==> run_1/final_clocks.png <==
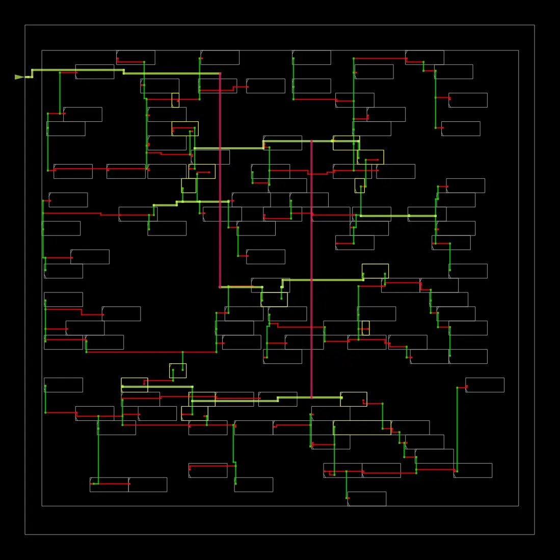
==> run_1/gate_families.png <==
Drawn at 3 px/µm.
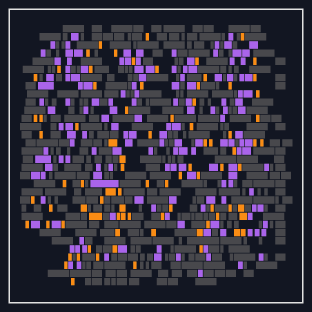
==> run_1/metal_stack.png <==
Drawn at 4 px/µm.
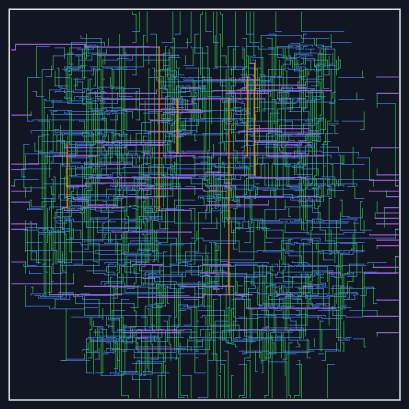
==> config.mk <==
export PLATFORM = sky130hd
export DESIGN_NAME = imem_loader_flat
export DESIGN_NICKNAME = d
export VERILOG_FILES = /design/src/rtl/imem_loader_pkg.sv /design/src/rtl/imem_loader_if.sv /design/src/rtl/imem_loader_ld_byte_packer.sv /design/src/rtl/imem_loader.sv /design/src/flat_wrapper.sv
export SDC_FILE = /design/constraint.sdc
export NUM_CORES = 1
export LEC_CHECK = 0
export CAP_MARGIN = 20
export CORE_MARGIN = 3
export CORE_UTILIZATION = 55
export DETAILED_ROUTE_END_ITERATION = 7
export PLACE_DENSITY = 0.82
export SLEW_MARGIN = 20
export SYNTH_ARGS = -nofsm -noshare
export SYNTH_HDL_FRONTEND = slang
export SYNTH_SLANG_ARGS = --single-unit
==> constraint.sdc <==
create_clock -name SYS_clk -period 6.55 [get_ports SYS_clk]
set_clock_uncertainty 0.05 [all_clocks]
set_input_delay 1.6375 -clock SYS_clk [delete_from_list [all_inputs] [get_ports SYS_clk]]
set_output_delay 1.6375 -clock SYS_clk [all_outputs]
set_load 0.1 [all_outputs]
==> out/qor.csv, run 1 <==
metric;value;unit
combined area of all synthesized cells;4590;µm²
min Tclk post-route;4970;ps
Slowest cell on crit path;o21ai_2;
io pins;75;
post-DR vias/cell;6.06;
PD cells;218;nW/µm²
Hold WC Path Type;flip-flop to flip-flop;
Final Hold Fails;0;
Max-slew headroom;0.327;
FA/HA/MAJ Cells, Area Fraction;0.0136;
setup repair bufs after CTS;0;
Seq share, synth;0.428;
core area;7930;µm²
Layout area overhead;19.8;%
cell total after placement;712;
Buffers on Ports;74;
initial antenna violation count;0;
Fin Setup TNS;0;ps
setup violators final;0;
Net Sw Frac;0.292;
Dominant cell area share;0.428;
Post-synth EDFFs;0;
Logic pwr share;0.157;
max_cap viols;0;
status;complete, no violations;
met2 WL;5.81;mm
Met3 Routed Length;1.02;mm
clock tree from TritonCTS;yes;
endpoint class of the critical path;flip-flop;
Ys Warns;0;
Post-synth ARST share;0;
Yosys cell types;58;
floorplan utilization;0.579;
Data arrival, critical path;5170;ps
largest net degree at the start of global routing;64;
post-synth top area cell;dfxtp_1;
critical path class;primary input to flip-flop;
hold buffers post-CTS;0;
Initial DRT Pass Iterations;4;
crit-path cells;clkdlybuf4s50_1, nand4bb_1, nor2_1, ha_1, inv_1, ha_1, ha_1, nor2b_1, nand4_1, o21ai_2, o211ai_1, a311oi_1;
Int Pwr;846;µW
clk slew on worst S/H paths;90;ps
RSZ-0062 raised after global routing;false;
Fill cells;657;
static leakage;1.87;nW
## Picture notes: final_clocks.png
clock sinks: 98
CTS Buf Count: 9
clock-net power: 391 µW
clk_lat worst skew: 350 ps
registers: 98

## Picture notes: gate_families.png
Orange is NOR gates, cells 83, where spread over the die. Purple is inverting AOI/OAI gates, cells 157, where spread over the die.
Comb area share: 0.437
most frequently placed logic cell in the final layout: dfxtp_1
non-filler cells, final: 728

## Picture notes: metal_stack.png
Blue is met1, wire length 4950 µm. Orange is met4, wire length 167 µm. Green is met2, wire length 5810 µm. Purple is met3, wire length 1020 µm.
Total GRT Usage: 0.251
final WL: 11.9 mm
WL per Instance: 16.4 µm
vias post-DR: 4409

[run 1: power by group through the flow]
stage                     combinational (mW)  clock [mW]  sequential [mW]
after floorplan                        0.113           0            0.655
after global placement                 0.182           0            0.630
after detailed placement               0.185           0            0.631
after CTS                              0.187       0.399            0.617
after global routing                   0.201       0.424            0.619
final                                  0.188       0.391            0.617
[run 1: area by class of cell]
class                           instances  area (µm²)  area share
Tap cell                              102         128      0.0232
Timing Repair Buffer                   80         781       0.142
Clock buffer                           12         145      0.0264
Multi-Input combinational cell        425        2400       0.437
Clock inverter                          4        51.3     0.00934
Sequential cell                        98        1960       0.357
Inverter                                7        26.3     0.00478
[run 1: stage by stage]
stage	util	instance area [µm²]	power [mW]	hold WS [ps]	worst slack (ps)
after global placement	0.668	5300	0.812	388	1590
after detailed placement	0.668	5300	0.816	394	1350
after floorplan	-	4590	0.768	390	1940
after CTS	0.693	5500	1.20	406	1750
final	0.693	5500	1.20	402	1580
after global routing	0.693	5500	1.24	435	1280
[run 1: Yosys cell counts (3+ instances only)]
library cell	n
dfxtp_1	98
nand2_1	93
nor2_1	68
a21oi_1	48
nand3_1	35
clkbuf_1	24
o21ai_0	23
o211ai_1	20
a311oi_1	15
a211oi_1	10
buf_2	10
o21ai_1	10
a31oi_1	9
nand2b_1	9
a2bb2oi_1	8
buf_4	6
inv_1	6
a21boi_0	5
and2_1	5
ha_1	5
nor2b_1	5
nor3_1	5
mux2i_1	4
and3_1	3
nand4_1	3
o2111a_1	3
or3_1	3
[run 1: per-layer routing]
layer | vias up | GRT usage
li1 | 2138 | -
met1 | 2063 | 0.306
met2 | 193 | 0.424
met3 | 15 | 0.0660
met4 | 0 | 0.0927
met5 | - | 0
==> run_1/pdn.png <==
Drawn at 4 px/µm. Pins as bars on the die edge.
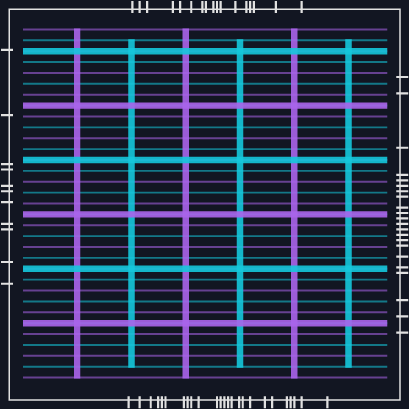

==> run 1 -> run 2 <==
- CORE_UTILIZATION: 55 -> 48
- PLACE_DENSITY: 0.82 -> 0.76
- clock period: 6.55 -> 4.3 ns (I/O delays scaled with it)
==> run_2/pdn.png <==
Drawn at 4 px/µm. Pins as bars on the die edge.
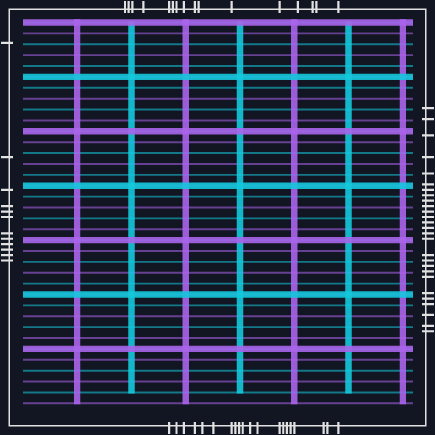
Purple is VSS. Cyan is VDD.
36 met1 rails follow the rows. The core has 35 rows. 7 straps on met4.
die height: 104 µm
core area: 9280 µm²

==> run_2/metal_stack.png <==
Drawn at 4 px/µm.
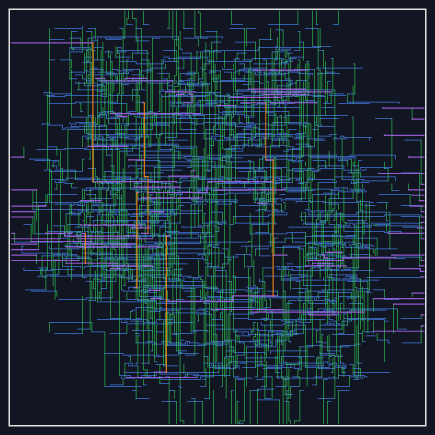
Orange is met4, wire length 182 µm. Blue is met1, wire length 5430 µm. Green is met2, wire length 5680 µm. Purple is met3, wire length 802 µm.
Total GRT Usage: 0.223
final WL: 12.1 mm
WL per Instance: 15.8 µm
vias post-DR: 4428

==> out/qor.csv, run 2 <==
metric;value;unit;change
Slowest cell on crit path;clkdlybuf4s50_1;;
static leakage;1.90;nW;+1.9%
Net Sw Frac;0.307;;+0.0148
Hold WC Path Type;flip-flop to flip-flop;;
status;complete, no violations;;
Post-synth ARST share;0;;unchanged
clk slew on worst S/H paths;90;ps;about the same
CTS Buf Count;9;;unchanged
Tot Pwr;1.79;mW;+49%
Fin Setup TNS;0;ps;unchanged
clock sinks;98;;unchanged
PD cells;320;nW/µm²;+47%
hold buffers post-CTS;0;;unchanged
endpoint class of the critical path;flip-flop;;
critical path class;primary input to flip-flop;;
RSZ-0062 raised after global routing;false;;
initial antenna violation count;0;;unchanged
crit-path cells;clkdlybuf4s50_1, nand4bb_1, nor2_1, ha_1, xor2_2, inv_2, ha_1, nor4b_1, a22oi_1, o21ai_2, buf_4, o211ai_1, a311oi_1;;
Layout area overhead;21.5;%;
combined area of all synthesized cells;4590;µm²;unchanged
Buffers on Ports;74;;unchanged
## run 2: power by group through the flow
stage / Combinational [mW] / Clock [mW] / Sequential, mW
2_1_floorplan: 0.172 / 0 / 0.998
3_3_place_gp: 0.286 / 0 / 0.961
3_5_place_dp: 0.288 / 0 / 0.961
4_1_cts: 0.289 / 0.562 / 0.940
5_1_grt: 0.310 / 0.597 / 0.944
6_report: 0.291 / 0.553 / 0.941
## run 2: routing by layer
metal / track usage / up-vias / share of wire
met5: 0 / - / 0
met4: 0.0684 / 0 / 0.015
met3: 0.0436 / 19 / 0.066
met2: 0.372 / 164 / 0.47
met1: 0.292 / 2083 / 0.45
li1: - / 2162 / -
## run 2: metrics by stage
stage,instances,utilization,instance area (µm²),setup WS (ps),hold WS [ps]
6_report,764,0.600,5570,607,406
5_1_grt,764,0.600,5570,369,436
4_1_cts,764,0.600,5570,637,405
3_5_place_dp,748,0.581,5400,276,394
3_3_place_gp,748,0.581,5400,382,389
2_1_floorplan,572,-,4590,251,390
## run 2: final cells by class
cell class | count | area (µm²) | area share
sequential | 98 | 1960 | 0.352
tap | 129 | 161 | 0.0290
timing repair buffer | 89 | 846 | 0.152
inverter | 7 | 26.3 | 0.00471
clock buffer | 11 | 141 | 0.0254
clock inverter | 5 | 37.5 | 0.00673
multi-input combinational | 425 | 2400 | 0.431
## run 2: logic make-up (layout without fill, tap and decap cells)
logic type,after synthesis,after routing
DFF,98,98
adders and majority gates,5,5
buffers and inverters,49,112
muxes,6,6
and+or+nand+nor,243,243
AOI/OAI and AO/OA,167,167
xor gates and xnor gates,4,4
## run 2: worst min-delay path, delay by kind of cell, from the launching register on
kind,cells,cell delay [ps]
compound gates,1,50
flops,1,320
simple gates,1,50
Power figures rest on the tool's default switching activity, not on a simulated workload.
